**src/rtl/led_pattern_pkg.sv**
```systemverilog
// Shared key indices, pattern codes and bounce direction
// for the LED pattern controller.
package led_pattern_pkg;

  localparam int KEY_UP   = 0;
  localparam int KEY_DOWN = 1;
  localparam int KEY_SEL  = 2;
  localparam int KEY_AUTO = 3;

  localparam int SPEED_LEVELS = 4;

  typedef enum logic [1:0] {
    PAT_SHIFT_L = 2'd0,
    PAT_SHIFT_R = 2'd1,
    PAT_BOUNCE  = 2'd2,
    PAT_BLINK   = 2'd3
  } pat_e;

  typedef enum logic {
    DIR_LEFT  = 1'b0,
    DIR_RIGHT = 1'b1
  } dir_e;

endpackage

```
**src/rtl/led_pattern_ctrl_step_timer.sv**
```systemverilog
// Programmable step period counter: period is
// STEP_BASE_CYC << (3 - speed), tick on the wrap cycle.
module step_timer #(
  parameter int STEP_BASE_CYC = 6_250_000
) (
  input  logic       clk,
  input  logic       rst,
  input  logic       clear,
  input  logic [1:0] speed,
  output logic       tick
);

  localparam int CW = $clog2(STEP_BASE_CYC * 8);

  localparam logic [CW-1:0] L0 = CW'(STEP_BASE_CYC * 8 - 1);
  localparam logic [CW-1:0] L1 = CW'(STEP_BASE_CYC * 4 - 1);
  localparam logic [CW-1:0] L2 = CW'(STEP_BASE_CYC * 2 - 1);
  localparam logic [CW-1:0] L3 = CW'(STEP_BASE_CYC - 1);

  logic [CW-1:0] r_cnt;
  logic [CW-1:0] w_last;

  always_comb begin
    w_last = L0;
    case (speed)
      2'd0:    w_last = L0;
      2'd1:    w_last = L1;
      2'd2:    w_last = L2;
      default: w_last = L3;
    endcase
  end

  assign tick = (r_cnt == w_last);

  always_ff @(posedge clk) begin
    if (rst || clear || tick) begin
      r_cnt <= '0;
    end else begin
      r_cnt <= r_cnt + 1'b1;
    end
  end

endmodule

```
**src/rtl/led_pattern_ctrl.sv**
```systemverilog
// LED pattern controller: pattern/speed/auto registers
// and the LED next-state logic driven by key pulses.
module led_pattern_ctrl
  import led_pattern_pkg::*;
#(
  parameter int LED_W         = 8,
  parameter int STEP_BASE_CYC = 6_250_000,
  parameter int AUTO_STEPS    = 32
) (
  input  logic             clk,
  input  logic             rst,
  input  logic [3:0]       key_pulse,
  output logic [LED_W-1:0] led,
  output logic [1:0]       pattern_idx,
  output logic [1:0]       speed,
  output logic             auto_on,
  output logic             step_tick
);

  localparam int AW = (AUTO_STEPS > 1) ? $clog2(AUTO_STEPS) : 1;
  localparam logic [AW-1:0] A_LAST = AW'(AUTO_STEPS - 1);

  logic [LED_W-1:0] r_led, w_led_nxt;
  pat_e             r_pat, w_pat_nxt;
  logic [1:0]       r_speed, w_speed_nxt;
  logic             r_auto, w_auto_nxt;
  dir_e             r_dir, w_dir_nxt;
  logic [AW-1:0]    r_acnt, w_acnt_nxt;

  logic w_up, w_dn, w_sel, w_auto;
  logic w_man, w_wrap, w_step, w_adv;

  function automatic logic [LED_W-1:0] pat_init(pat_e p);
    logic [LED_W-1:0] v;
    v = LED_W'(1);
    case (p)
      PAT_SHIFT_R: v = {1'b1, {(LED_W-1){1'b0}}};
      PAT_BLINK:   v = '1;
      default:     v = LED_W'(1);
    endcase
    return v;
  endfunction

  assign w_up   = key_pulse[KEY_UP];
  assign w_dn   = key_pulse[KEY_DOWN];
  assign w_sel  = key_pulse[KEY_SEL];
  assign w_auto = key_pulse[KEY_AUTO];
  assign w_man  = w_up ^ w_dn;

  step_timer #(
    .STEP_BASE_CYC(STEP_BASE_CYC)
  ) u_timer (
    .clk  (clk),
    .rst  (rst),
    .clear(w_sel | w_man),
    .speed(r_speed),
    .tick (w_wrap)
  );

  // A wrap is dropped when sel restarts the period or the pattern changes.
  assign w_step = w_wrap & ~w_sel & ~w_man;
  assign w_adv  = r_auto & ~w_auto & (r_acnt == A_LAST);

  always_comb begin
    w_led_nxt   = r_led;
    w_pat_nxt   = r_pat;
    w_speed_nxt = r_speed;
    w_auto_nxt  = r_auto;
    w_dir_nxt   = r_dir;
    w_acnt_nxt  = r_acnt;

    if (w_sel) begin
      w_speed_nxt = r_speed + 2'd1;
    end
    if (w_auto) begin
      w_auto_nxt = ~r_auto;
      w_acnt_nxt = '0;
    end

    if (w_man) begin
      w_pat_nxt  = w_up ? pat_e'(r_pat + 2'd1)
                        : pat_e'(r_pat - 2'd1);
      w_led_nxt  = pat_init(w_pat_nxt);
      w_dir_nxt  = DIR_LEFT;
      w_acnt_nxt = '0;
    end else if (w_step && w_adv) begin
      w_pat_nxt  = pat_e'(r_pat + 2'd1);
      w_led_nxt  = pat_init(w_pat_nxt);
      w_dir_nxt  = DIR_LEFT;
      w_acnt_nxt = '0;
    end else if (w_step) begin
      if (r_auto && !w_auto) begin
        w_acnt_nxt = r_acnt + 1'b1;
      end
      case (r_pat)
        PAT_SHIFT_L: w_led_nxt = {r_led[LED_W-2:0], r_led[LED_W-1]};
        PAT_SHIFT_R: w_led_nxt = {r_led[0], r_led[LED_W-1:1]};
        PAT_BOUNCE: begin
          if (r_dir == DIR_LEFT) begin
            if (r_led[LED_W-1]) begin
              w_led_nxt = r_led >> 1;
              w_dir_nxt = DIR_RIGHT;
            end else begin
              w_led_nxt = r_led << 1;
            end
          end else begin
            if (r_led[0]) begin
              w_led_nxt = r_led << 1;
              w_dir_nxt = DIR_LEFT;
            end else begin
              w_led_nxt = r_led >> 1;
            end
          end
        end
        default: w_led_nxt = ~r_led;
      endcase
    end
  end

  always_ff @(posedge clk) begin
    if (rst) begin
      r_led   <= LED_W'(1);
      r_pat   <= PAT_SHIFT_L;
      r_speed <= 2'd0;
      r_auto  <= 1'b0;
      r_dir   <= DIR_LEFT;
      r_acnt  <= '0;
    end else begin
      r_led   <= w_led_nxt;
      r_pat   <= w_pat_nxt;
      r_speed <= w_speed_nxt;
      r_auto  <= w_auto_nxt;
      r_dir   <= w_dir_nxt;
      r_acnt  <= w_acnt_nxt;
    end
  end

  assign led         = r_led;
  assign pattern_idx = r_pat;
  assign speed       = r_speed;
  assign auto_on     = r_auto;
  assign step_tick   = w_step & ~rst;

endmodule

```
**config.mk**
```make
export PLATFORM = sky130hd
export DESIGN_NAME = led_pattern_ctrl
export DESIGN_NICKNAME = d
export VERILOG_FILES = /design/src/rtl/led_pattern_pkg.sv /design/src/rtl/led_pattern_ctrl_step_timer.sv /design/src/rtl/led_pattern_ctrl.sv
export SDC_FILE = /design/constraint.sdc
export NUM_CORES = 1
export LEC_CHECK = 0
export CORE_MARGIN = 4
export CORE_UTILIZATION = 40
export CTS_CLUSTER_SIZE = 25
export DETAILED_ROUTE_END_ITERATION = 12
export PLACE_DENSITY = 0.54
export SYNTH_ARGS = -nofsm -noshare
export SYNTH_HDL_FRONTEND = slang
export SYNTH_HIERARCHICAL = 1
export SYNTH_SLANG_ARGS = --single-unit
```
**constraint.sdc**
```tcl
create_clock -name clk -period 3.6 [get_ports clk]
set_input_delay 0.36 -clock clk [delete_from_list [all_inputs] [get_ports clk]]
set_output_delay 0.36 -clock clk [all_outputs]
set_load 0.01 [all_outputs]
```
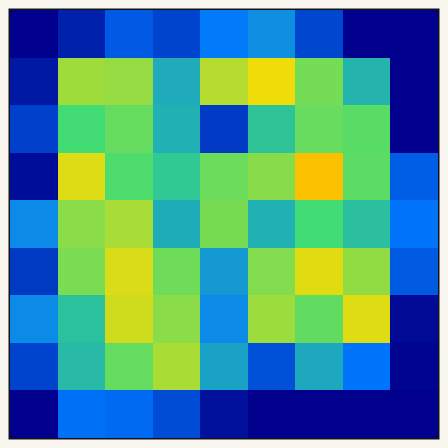
(run_1/util_map.png)
The die is cut into 9 by 9 equal tiles; dark blue is low, red is high, 0 to 100% covered.
tiles over 75% full: 1.2%
mean over tiles: 36%
fullest tile: 78%

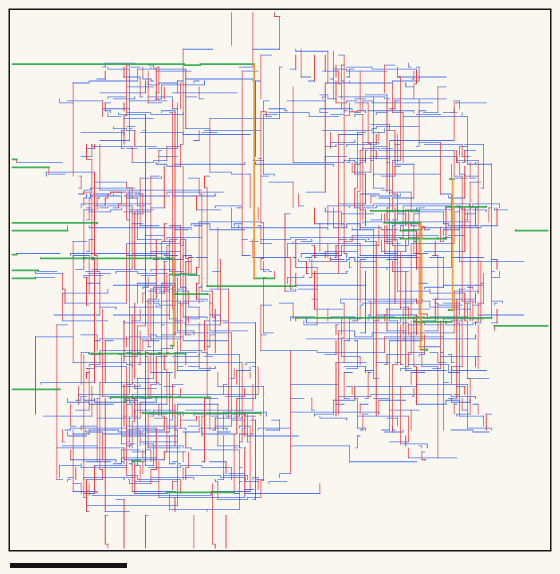
(run_1/layers.png)
Scale bar: 20 um.
legend:
  M2:
    colour: red
    wire_length: 3190 um
  M1:
    colour: blue
    wire_length: 3210 um
  M3:
    colour: green
    wire_length: 299 um
  M4:
    colour: orange
    wire_length: 95.9 um

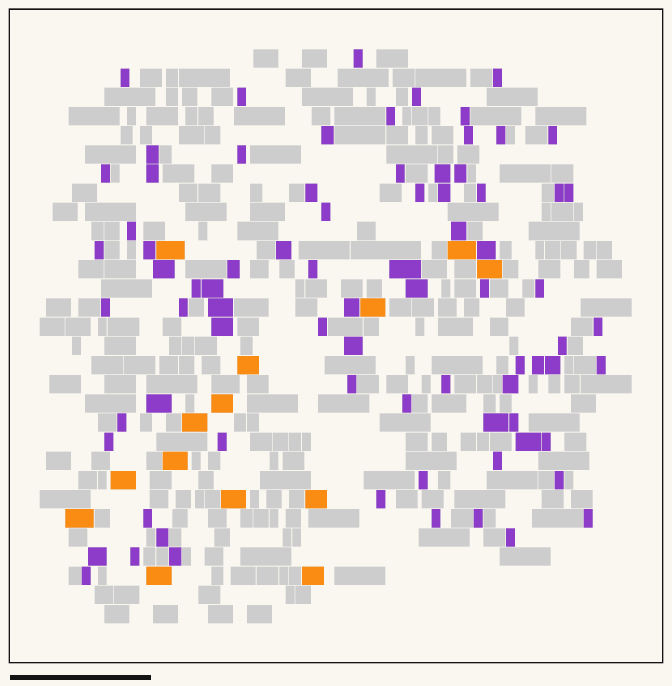
(run_1/gates.png)
Scale bar: 20 um.
legend:
  nor cells:
    colour: purple
    cells: 79
    most_used: nor2_1
  non-inverting ao/oa cells:
    colour: orange
    cells: 14
    most_used: a221o_1

[run 1: final timing paths]
kind / start / slack, ns / to / cells after the start
hold reg to reg: u_timer/r_cnt[0]$_SDFF_PP0_ / 0.47 / u_timer/r_cnt[0]$_SDFF_PP0_ / 1
hold / removal: u_timer/r_cnt[0]$_SDFF_PP0_ / 0.47 / u_timer/r_cnt[0]$_SDFF_PP0_ / 1
setup reg to reg: u_timer/r_cnt[0]$_SDFF_PP0_ / 0.53 / led[5]$_SDFFE_PP0P_ / 10
setup / recovery: u_timer/r_cnt[0]$_SDFF_PP0_ / 0.53 / led[5]$_SDFFE_PP0P_ / 10
[run 1: worst max-delay path, cell delays in order, from the launching register on]
cell                       delay [ns]
sky130_fd_sc_hd__dfxtp_1         0.38
sky130_fd_sc_hd__ha_1            0.22
sky130_fd_sc_hd__nand3_1         0.13
sky130_fd_sc_hd__or4b_1          0.51
sky130_fd_sc_hd__a2111o_1        0.36
sky130_fd_sc_hd__nor4_2          0.28
sky130_fd_sc_hd__nand2b_1        0.12
sky130_fd_sc_hd__buf_4           0.20
sky130_fd_sc_hd__a211o_1         0.32
sky130_fd_sc_hd__or2_4           0.25
sky130_fd_sc_hd__a22o_1          0.21
[run 1: flip-flops by register name, summed over array words and instances (netlist names)]
register	flops
auto_on	1
led	8
pattern_idx	2
r_acnt	5
r_dir	1
speed	2
u_timer/r_cnt	26
[run 1: cell families (layout without fill, tap and decap cells)]
group,Yosys count,count (layout),share of synthesized area
AND/OR/NAND/NOR,165,165,0.2969
XOR/XNOR,33,33,0.1063
AND-OR/OR-AND,68,68,0.1850
buffers and inverters,32,43,0.05771
flip-flops,45,45,0.3148
adder cells (fa/ha/maj),9,9,0.03935
[run 1: timing repair]
item                       4_1_cts  5_1_grt
gates resized                    0        2
hold endpoints to repair         0        0
setup endpoints to repair        0        1
[run 1: area by class of cell]
class | instances | area share
Multi-Input combinational cell | 275 | 0.5658
Sequential cell | 45 | 0.2829
Timing Repair Buffer | 24 | 0.07230
Tap cell | 96 | 0.03772
Clock buffer | 5 | 0.02161
Inverter | 11 | 0.01297
Clock inverter | 3 | 0.006680
[run 1: layer usage]
layer	wire length, um	track usage
met5	0	0
met4	95	0.04950
met2	3191	0.2785
met1	3206	0.2179
met3	298	0.03168
[run 1: where the power goes]
part | internal (W) | total [W] | switching, W
sequential | 0.000518 | 0.000562 | 0.0000439
clock | 0.000138 | 0.000325 | 0.000186
combinational | 0.000121 | 0.000251 | 0.000130
total | 0.000778 | 0.00114 | 0.000361
[run 1: through the flow]
stage / instance area, sq um / instances / setup WS, ns / utilization / hold slack (ns)
floorplan: 2861 / 352 / 0.8126 / - / 0.4296
global placement: 3085 / 451 / 0.4058 / 0.4492 / 0.4465
detailed placement: 3085 / 451 / 0.4128 / 0.4492 / 0.4569
CTS: 3176 / 459 / 0.04961 / 0.4623 / 0.4778
global route: 3184 / 459 / 0.2284 / 0.4636 / 0.5235
finish: 3184 / 459 / 0.5336 / 0.4636 / 0.4698
==> Flow_metrics.wiki, run 1 <==
== Flow metrics ==
{| class="wikitable"
! Metric !! Value
|-
| Number of antenna-violating nets in the routed design || 0
|-
| Clock slew at reported path FFs || 0.10 ns
|-
| Yosys chip area || 2861 sq um
|-
| Post-synth seq share || 0.3148
|-
| Vertical die size || 92.58 um
|-
| Number of global-route vias before repair || 2424
|-
| Hold_buf cts || 0
|-
| Highest attainable clock frequency || 326.1 MHz
|-
| Headroom to the max-slew limit || 0.2541
|-
| Number of standard-cell rows in the floorplan || 30
|-
| Largest area contributor in the netlist || sky130_fd_sc_hd__dfxtp_1
|-
| Clock net sink count || 45
|-
| Kind of end point of the critical path || flip-flop
|-
| Clock tree buffer depth || 2
|-
| Total standard cell area after synthesis || 2861 sq um
|-
| P per Cell Area || 357.5 nW/um^2
|-
| Core ar. || 6869 sq um
|-
| Share of flip-flops with an asynchronous set or reset || 0
|-
| CP required || 3.80 ns
|-
| Total CTS buffers || 5
|-
| Area growth from synthesis to layout || 11.28%
|-
| # setup viols final || 0
|-
| Final weighted congestion of routability-driven global placement || 0.7748
|-
| Layout cell share with drive strength beyond 1 || 0.06336
|-
| Run status || complete, no violations
|-
| Highest ir drop seen on vdd || 0.0001591 V
|-
| Final wirelength || 6.792 mm
|-
| DIE AREA || 8571 sq um
|-
| Mean routed wirelength per cell || 14.80 um
|-
| Cell chosen for the clock root || sky130_fd_sc_hd__clkbuf_8
|-
| Skew-Pair Late Insertion Delay || 0.30 ns
|-
| Count leader, synth || sky130_fd_sc_hd__nor2_1
|-
| Highest fanout seen on the critical path || 14
|-
| Number of max-slew violations in the final report || 0
|-
| Top cell type's share of synthesized area || 0.3148
|-
| Total track usage || 0.1669
|-
| Deepest level of the CTS H-tree || 2
|-
| Max cap viols || 0
|-
| Remaining design rule violation count || 0
|-
| Count of buffers inserted at the top-level ports || 19
|-
| Clock skew after layout || 0.009656 ns
|-
| Synthesis-stage register bit count || 45
|-
| Fill cell instance count of the final layout || 692
|-
| Ranking of synthesized cells by instance count || sky130_fd_sc_hd__nor2_1, sky130_fd_sc_hd__dfxtp_1, sky130_fd_sc_hd__nand2_1
|-
| DP HPWL || 4.804 mm
|-
| Count of pins on the block boundary || 20
|}
## Run 2: what changed since run 1
Settings changed: CAP_MARGIN from default to 25, SYNTH_HIERARCHICAL 1 to default.
==> Flow_metrics.wiki, run 2 <==
== Flow metrics ==
{| class="wikitable"
! Metric !! Value
|-
| Biggest register || u_timer.r_cnt
|-
| Worst hold slack || 0.4492 ns (-0.02065 ns)
|-
| Number of vias in the routed layout || 2175
|-
| Clock slew at reported path FFs || 0.08 ns (-0.02 ns)
|-
| Static Leak || 1.068 nW
|-
| Clock skew after layout || 0.01003 ns (+0.0003714 ns)
|-
| Dominant register cell || sky130_fd_sc_hd__dfxtp_1
|-
| Mean routed wirelength per cell || 14.23 um (-3.8%)
|-
| Run status || complete, no violations
|-
| Most frequent logic cells in the routed design || sky130_fd_sc_hd__dfxtp_1, sky130_fd_sc_hd__nor2_1, sky130_fd_sc_hd__nand2_1
|-
| Horizontal extent of the die || 88.39 um
|-
| Skew-Pair Late Insertion Delay || 0.29 ns (about the same)
|-
| Top layer in use || met4
|-
| Syn avg cell area || 8.312 sq um
|-
| Number of enable-type register cells in the synthesized netlist || 0
|-
| Buffers and inverters on the worst path || 2 (+1)
|-
| Count of final hold-check violations || 0
|-
| Layout Cell Area excl Fill || 2952 sq um (-7.3%)
|-
| Ranking of synthesized cells by instance count || sky130_fd_sc_hd__dfxtp_1, sky130_fd_sc_hd__nor2_1, sky130_fd_sc_hd__nand2_1
|-
| Final weighted congestion of routability-driven global placement || 0.7595 (-2.0%)
|-
| Max cap viols || 0 (unchanged)
|-
| Clock tree from TritonCTS || yes
|-
| Largest stage delay, worst path || 0.59 ns (+0.08 ns)
|-
| Type of the most critical hold path || reg2reg
|-
| Tally of non-filler cells in the final layout || 406 (-12%)
|-
| Largest register FFs || 26 (unchanged)
|-
| Instance count after placement with tap cells included || 399 (-12%)
|-
| Post-synth seq share || 0.3485 (+0.03368)
|-
| Number of max-slew violations in the final report || 0 (unchanged)
|-
| Total standard cell area after synthesis || 2585 sq um (-9.7%)
|-
| OpenROAD warning count || 35
|-
| # setup viols final || 0 (unchanged)
|-
| Count of buffers inserted at the top-level ports || 19 (unchanged)
|-
| Highest fanout seen on the critical path || 7 (-7)
|-
| Biggest area contributors in the synthesized netlist || sky130_fd_sc_hd__dfxtp_1, sky130_fd_sc_hd__ha_1, sky130_fd_sc_hd__nor2_1
|-
| Number of antenna-violating nets in the routed design || 0 (unchanged)
|-
| Highest ir drop seen on vdd || 0.0001485 V (-6.7%)
|-
| Kind of end point of the critical path || output port
|-
| Total Neg Setup Slack || 0 ns
|-
| Count of pins on the block boundary || 20 (unchanged)
|-
| Count leader, synth || sky130_fd_sc_hd__dfxtp_1
|-
| Core ar. || 6314 sq um (-8.1%)
|-
| Number of antenna diodes || 0
|-
| Synthesis-stage register bit count || 45 (unchanged)
|-
| Final wirelength || 5.778 mm (-15%)
|-
| Global-route congestion overflow total || 0
|-
| Deepest level of the CTS H-tree || 2 (unchanged)
|-
| Clock tree buffer depth || 2 (unchanged)
|-
| Area growth from synthesis to layout || 14.18%
|-
| Vertical die size || 88.39 um (-4.5%)
|-
| Tightest Pin Transition || 0.6643 ns
|-
| DP HPWL || 4.110 mm (-14%)
|-
| Number of antenna violations at the first check in global routing || 0
|-
| Number of standard-cell rows in the floorplan || 29 (-3.3%)
|-
| Highest attainable clock frequency || 328.7 MHz (+0.79%)
|-
| Largest area contributor in the netlist || sky130_fd_sc_hd__dfxtp_1
|-
| Critical setup path kind || reg2out
|-
| Iteration tally of the first detailed-router pass || 4
|-
| Via density per instance || 5.357
|-
| Gate Count Post-Synth || 311
|-
| Post-Route M1 WL || 3.019 mm (-5.8%)
|-
| Family with the most delay on the worst path || simple AND/OR/NAND/NOR gates
|-
| Headroom to the max-slew limit || 0.5554 (+0.3013)
|-
| Number of global-route vias before repair || 1968 (-19%)
|-
| Setup repair after global routing missed its margin || false
|-
| Layout cell share with drive strength beyond 1 || 0.06383 (+0.0004689)
|-
| Count of nets after finishing || 349
|-
| P per Cell Area || 360.5 nW/um^2 (+0.85%)
|-
| Clock net sink count || 45 (unchanged)
|-
| Routed length on met3 || 182 um (-39%)
|-
| Critical path cell sequence || buf_4 > ha_1 > and3b_1 > a21oi_1 > or4_4 > or3_1 > nor3_1 > dlymetal6s2s_1
|-
| Remaining design rule violation count || 0 (unchanged)
|-
| Top cell type's share of synthesized area || 0.3485 (+0.03368)
|-
| Net count entering floorplan || 331
|-
| CP required || 3.24 ns (-0.56 ns)
|-
| Cell chosen for the clock root || sky130_fd_sc_hd__clkbuf_8
|-
| Yosys chip area || 2585 sq um (-9.7%)
|-
| Post-layout period usage || 0.8451
|-
| Share of flip-flops with an asynchronous set or reset || 0 (unchanged)
|-
| Placed Instance Area || 2858 sq um (-7.4%)
|-
| Total CTS buffers || 5 (unchanged)
|-
| Final critical-path required period || 3.042 ns
|-
| DIE AREA || 7813 sq um (-8.8%)
|-
| Fill cell instance count of the final layout || 603 (-13%)
|-
| Critical path startpoint category || flip-flop
|-
| Wire length of the first global-routing pass || 9.825 mm
|-
| WL met2 || 2.485 mm (-22%)
|-
| Crit path max-delay cell type || sky130_fd_sc_hd__or4_4
|}
-- run 2: worst reg2reg max path, delay by kind of cell (launching register included) --
kind            cells  cell delay, ns
compound gates      2            0.18
fa+ha+maj           1            0.27
buf+inv             2            0.35
flops               1            0.34
simple gates        4            1.74
-- run 2: final cells by class --
type | count | area (sq um) | area share
Clock buffer | 7 | 86.33 | 0.02925
Inverter | 15 | 56.30 | 0.01908
Multi-Input combinational cell | 238 | 1580 | 0.5354
Sequential cell | 45 | 902.1 | 0.3056
Tap cell | 77 | 96.34 | 0.03264
Timing Repair Buffer | 24 | 230.2 | 0.07800
-- run 2: through the flow --
stage	setup WS [ns]	util
detailed placement	0.4052	0.4526
global route	0.3839	0.4675
floorplan	0.6677	-
finish	0.5575	0.4675
CTS	0.07500	0.4663
global placement	0.4711	0.4526
-- run 2: routing by layer --
| layer | vias up | track usage |
|---|---|---|
| met2 | 29 | 0.2413 |
| met1 | 996 | 0.2269 |
| met5 | - | 0 |
| li1 | 1142 | - |
| met4 | 0 | 0.04808 |
| met3 | 8 | 0.02886 |
-- run 2: final timing paths --
check | startpoint | end | slack, ns | cells past startpoint
max | speed[0]$_SDFFE_PP0P_ | step_tick | 0.56 | 8
min | u_timer.r_cnt[0]$_SDFF_PP0_ | u_timer.r_cnt[0]$_SDFF_PP0_ | 0.45 | 1
max reg2reg | speed[0]$_SDFFE_PP0P_ | r_acnt[3]$_SDFF_PP0_ | 0.68 | 9
min reg2reg | u_timer.r_cnt[0]$_SDFF_PP0_ | u_timer.r_cnt[0]$_SDFF_PP0_ | 0.45 | 1
-- run 2: power breakdown --
group | switching (W) | internal, W
combinational | 0.000105 | 0.000103
sequential | 0.0000234 | 0.000514
clock | 0.000166 | 0.000153
total | 0.000294 | 0.000770
-- run 2: repair_timing --
| item | CTS | global route |
|---|---|---|
| hold buffers | 0 | 0 |
| resized | 0 | 3 |
| endpoints found under the setup margin | 0 | 1 |
-- run 2: logic make-up (layout without fill, tap and decap cells) --
group,Yosys count,after routing,synth area share
adder cells (fa/ha/maj),14,14,0.06776
multiplexers,4,4,0.01597
buffers and inverters,28,46,0.04163
flip-flops,45,45,0.3485
AND-OR/OR-AND,62,62,0.1714
AND/OR/NAND/NOR,127,127,0.2498
XOR/XNOR,31,31,0.1050
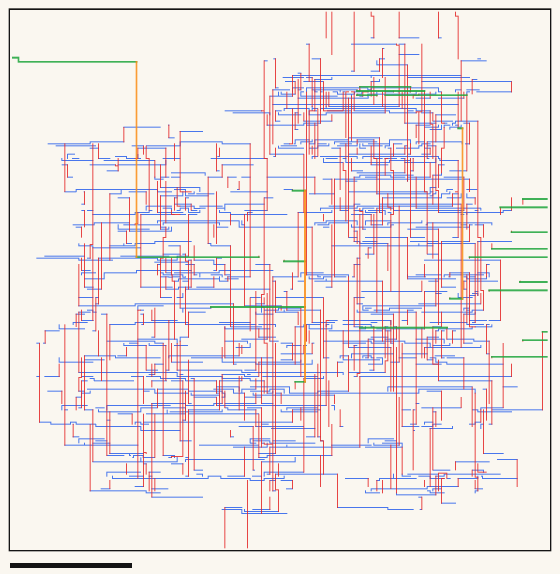
(run_2/layers.png)
Scale bar: 20 um.
legend:
  M2:
    colour: red
    wire_length: 2490 um
  M3:
    colour: green
    wire_length: 183 um
  M1:
    colour: blue
    wire_length: 3020 um
  M4:
    colour: orange
    wire_length: 91.1 um

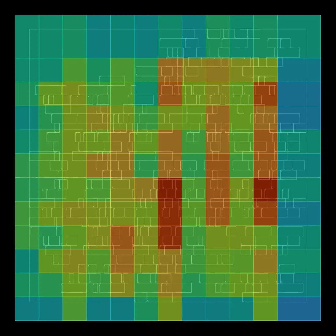
(run_2/congestion_map.png)
total track usage: 0.1583
met2 Use GR: 0.2413

## Run 3: what changed since run 2
Clock period 3.6 ns to 2.8 ns, I/O delays scaled along.
==> Flow_metrics.wiki, run 3 <==
== Flow metrics ==
{| class="wikitable"
! Metric !! Value
|-
| Run status || complete, no violations
|-
| Largest register FFs || 26 (unchanged)
|-
| Instance count after placement with tap cells included || 419 (+5.0%)
|-
| Logic depth of the worst register-to-register path || 10 (+1)
|-
| Total standard cell area after synthesis || 2585 sq um (unchanged)
|-
| Horizontal extent of the die || 88.39 um (unchanged)
|-
| Share of total power consumed by net switching || 0.2820 (+0.005314)
|-
| Skew-Pair Late Insertion Delay || 0.30 ns (about the same)
|-
| # setup viols final || 0 (unchanged)
|-
| Vertical die size || 88.39 um (unchanged)
|-
| Headroom to the max-slew limit || 0.6540 (+0.09863)
|-
| Final critical-path required period || 2.672 ns
|-
| Final wirelength || 5.962 mm (+3.2%)
|-
| CP required || 2.52 ns (-0.72 ns)
|-
| Most frequent logic cells in the routed design || sky130_fd_sc_hd__nor2_1, sky130_fd_sc_hd__dfxtp_1, sky130_fd_sc_hd__buf_4, sky130_fd_sc_hd__nand2_1
|-
| Net count entering floorplan || 331 (unchanged)
|-
| Crit path max-delay cell type || sky130_fd_sc_hd__or4_4
|-
| Family with the most delay on the worst path || simple AND/OR/NAND/NOR gates
|-
| Count of nets after finishing || 369 (+5.7%)
|-
| Clock tree from TritonCTS || yes
|-
| Fill cell instance count of the final layout || 624 (+3.5%)
|-
| Setup repair after global routing missed its margin || false
|-
| Highest attainable clock frequency || 374.2 MHz
|-
| Total CTS buffers || 5 (unchanged)
|-
| Critical path startpoint category || flip-flop
|-
| Max cap viols || 0 (unchanged)
|-
| Combinational share of power || 0.206 (+0.011)
|-
| Synthesis-stage register bit count || 45 (unchanged)
|-
| Levels on crit path || 9 (+1)
|-
| Remaining design rule violation count || 0 (unchanged)
|-
| Number of standard-cell rows in the floorplan || 29 (unchanged)
|-
| Reg power frac || 0.477 (-0.028)
|-
| Highest fanout seen on the critical path || 4 (-3)
|-
| Static Leak || 1.167 nW (+9.2%)
|-
| Top cell type's share of synthesized area || 0.3485 (unchanged)
|-
| Register-to-register path setup slack || 0.14 ns (-0.54 ns)
|-
| Number of global-route vias before repair || 2103 (+6.9%)
|-
| Hold_buf cts || 0 (unchanged)
|-
| Biggest register || u_timer.r_cnt
|-
| Layout Cell Area excl Fill || 3209 sq um (+8.7%)
|-
| Gate Count Post-Synth || 311 (unchanged)
|-
| Share of flip-flops with an asynchronous set or reset || 0 (unchanged)
|-
| DP HPWL || 4.289 mm (+4.3%)
|-
| Number of vias in the routed layout || 2250 (+3.4%)
|-
| Count of buffers inserted at the top-level ports || 19 (unchanged)
|-
| Buffers and inverters on the worst path || 3 (+1)
|-
| Mean routed wirelength per cell || 13.96 um (-1.9%)
|-
| P per Cell Area || 451.7 nW/um^2 (+25%)
|-
| Internal Pwr Total || 0.001041 W (+35%)
|-
| Post-placement worst setup slack || -0.02349 ns (-0.4287 ns)
|-
| Number of antenna diodes || 0 (unchanged)
|-
| Area growth from synthesis to layout || 24.15%
|-
| Total track usage || 0.1626 (+0.004366)
|-
| Type of the most critical hold path || reg2reg
|-
| Largest area contributor in the netlist || sky130_fd_sc_hd__dfxtp_1
|-
| Clock net sink count || 45 (unchanged)
|-
| Number of enable-type register cells in the synthesized netlist || 0 (unchanged)
|-
| Final weighted congestion of routability-driven global placement || 0.8208 (+8.1%)
|-
| Capturing element of the worst setup path || step_tick
|-
| Syn avg cell area || 8.312 sq um (unchanged)
|-
| Count of final hold-check violations || 0 (unchanged)
|-
| Number of max-slew violations in the final report || 0 (unchanged)
|-
| Deepest level of the CTS H-tree || 2 (unchanged)
|-
| Number of antenna-violating nets in the routed design || 0 (unchanged)
|}
-- run 3: power by group through the flow --
stage | Clock, W | Sequential (W) | Combinational (W)
global route | 0.000501 | 0.000696 | 0.000335
global placement | 0 | 0.000706 | 0.000286
CTS | 0.000479 | 0.000691 | 0.000288
floorplan | 0 | 0.000711 | 0.000167
finish | 0.000459 | 0.000691 | 0.000299
detailed placement | 0 | 0.000707 | 0.000285
-- run 3: per-layer routing --
metal  wire, um  part of all wire  track usage  up-vias
met5          0                 0            0        -
li1           -                 -            -     1177
met1       3034              0.51       0.2125     1045
met4         80             0.013      0.04670        0
met2       2676              0.45       0.2719       22
met3        170             0.029      0.03259        6
-- run 3: area by class of cell --
| cell class | count | area (sq um) | area share |
|---|---|---|---|
| Tap cell | 77 | 96.34 | 0.03002 |
| Inverter | 15 | 56.30 | 0.01754 |
| Sequential cell | 45 | 908.4 | 0.2830 |
| Timing Repair Buffer | 44 | 380.4 | 0.1185 |
| Multi-Input combinational cell | 238 | 1663 | 0.5181 |
| Clock buffer | 7 | 96.34 | 0.03002 |
| Clock inverter | 1 | 8.758 | 0.002729 |
-- run 3: cells by family after synthesis --
family,count (synthesis),synth area share
fa+ha+maj,14,0.06776
xor+xnor,31,0.1050
mux,4,0.01597
compound gates,62,0.1714
flops,45,0.3485
buf+inv,28,0.04163
simple gates,127,0.2498
-- run 3: how the worst min path moves through the flow --
| stage | slack, ns | cells past startpoint | start | endpoint |
|---|---|---|---|---|
| final | 0.45 | 1 | u_timer.r_cnt[0]$_SDFF_PP0_ | u_timer.r_cnt[0]$_SDFF_PP0_ |
| after global routing | 0.49 | 1 | u_timer.r_cnt[0]$_SDFF_PP0_ | u_timer.r_cnt[0]$_SDFF_PP0_ |
| after CTS | 0.46 | 1 | u_timer.r_cnt[0]$_SDFF_PP0_ | u_timer.r_cnt[0]$_SDFF_PP0_ |
| after detailed placement | 0.44 | 1 | u_timer.r_cnt[0]$_SDFF_PP0_ | u_timer.r_cnt[0]$_SDFF_PP0_ |
| after global placement | 0.43 | 1 | u_timer.r_cnt[0]$_SDFF_PP0_ | u_timer.r_cnt[0]$_SDFF_PP0_ |
| after floorplan | 0.36 | 1 | rst | led[1]$_SDFFE_PP0P_ |
-- run 3: worst register-to-register path: stages, from the launching register on --
cell and delay (ns):
sky130_fd_sc_hd__dfxtp_4 0.37, sky130_fd_sc_hd__inv_2 0.05, sky130_fd_sc_hd__buf_4 0.13, sky130_fd_sc_hd__ha_2 0.19, sky130_fd_sc_hd__a22oi_2 0.14, sky130_fd_sc_hd__o21ai_1 0.09
sky130_fd_sc_hd__or4_4 0.48, sky130_fd_sc_hd__or3_4 0.36, sky130_fd_sc_hd__buf_6 0.15, sky130_fd_sc_hd__or4_4 0.51, sky130_fd_sc_hd__a21oi_2 0.13
-- run 3: repair_timing --
item                                    CTS  global route
gates cloned                              0             0
endpoints found under the setup margin    1            10
pin swaps                                 0             6
resized                                   8            21
-- run 3: through the flow --
stage,hold slack (ns),util
floorplan,0.3587,-
global placement,0.4315,0.4772
detailed placement,0.4429,0.4772
CTS,0.4553,0.4954
global route,0.4887,0.5083
finish,0.4497,0.5083
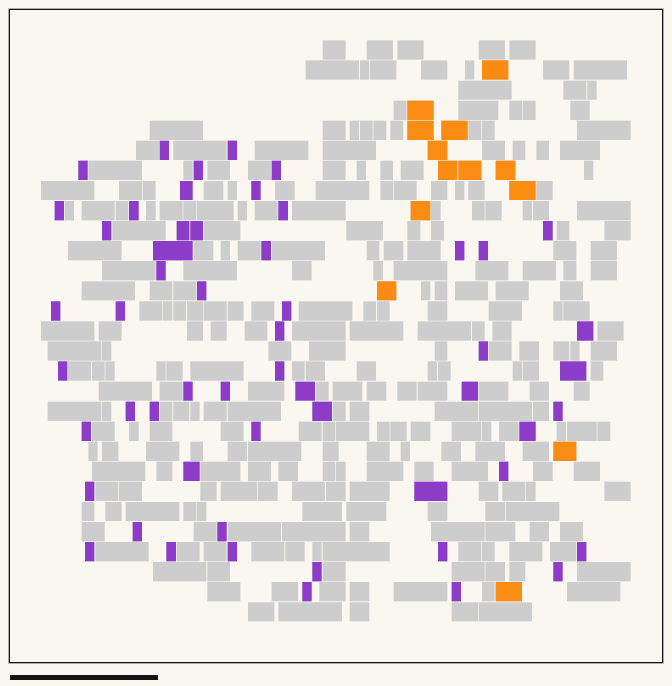
(run_3/gates.png)
Scale bar: 20 um.
legend:
  nor cells:
    colour: purple
    cells: 55
    most_used: nor2_1
  non-inverting ao/oa cells:
    colour: orange
    cells: 13
combinational share of cell area: 0.5181
tally of non-filler cells in the final layout: 427

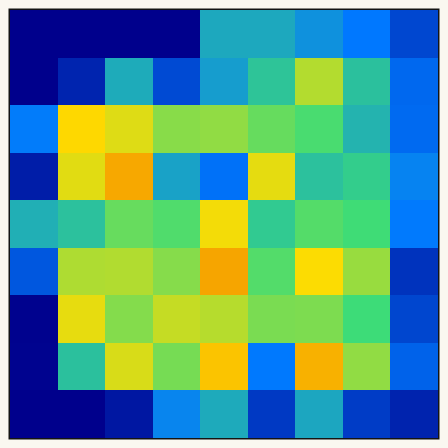
(run_3/util_map.png)
The die is cut into 9 by 9 equal tiles; dark blue is low, red is high, 0 to 100% covered.
fullest tile: 81%
densest ninth of the die: middle
emptiest ninth of the die: top left
fp_density: 0.4094
Core ar.: 6314 sq um


==> layout pictures side by side <==
Routed clock nets over the placement.
picture 1
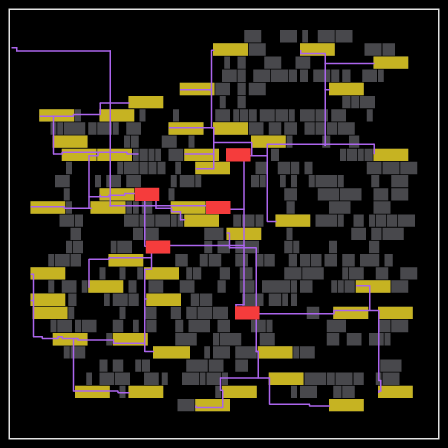
picture 2
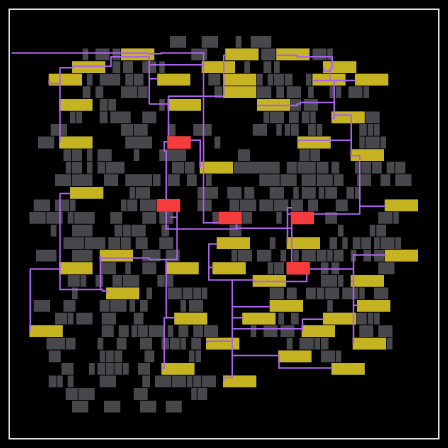
picture 1 -> run 2
picture 2 -> run 1

Key to picture 2:
legend:
  clock-net drivers:
    colour: red
    count: 5
  clock wires:
    colour: purple
    length: 658 um
  flip-flops:
    colour: yellow
    count: 45
routed clock nets: 6
flops lie: all over the die

No activity file was given, so power comes from the tool's default toggle rates.
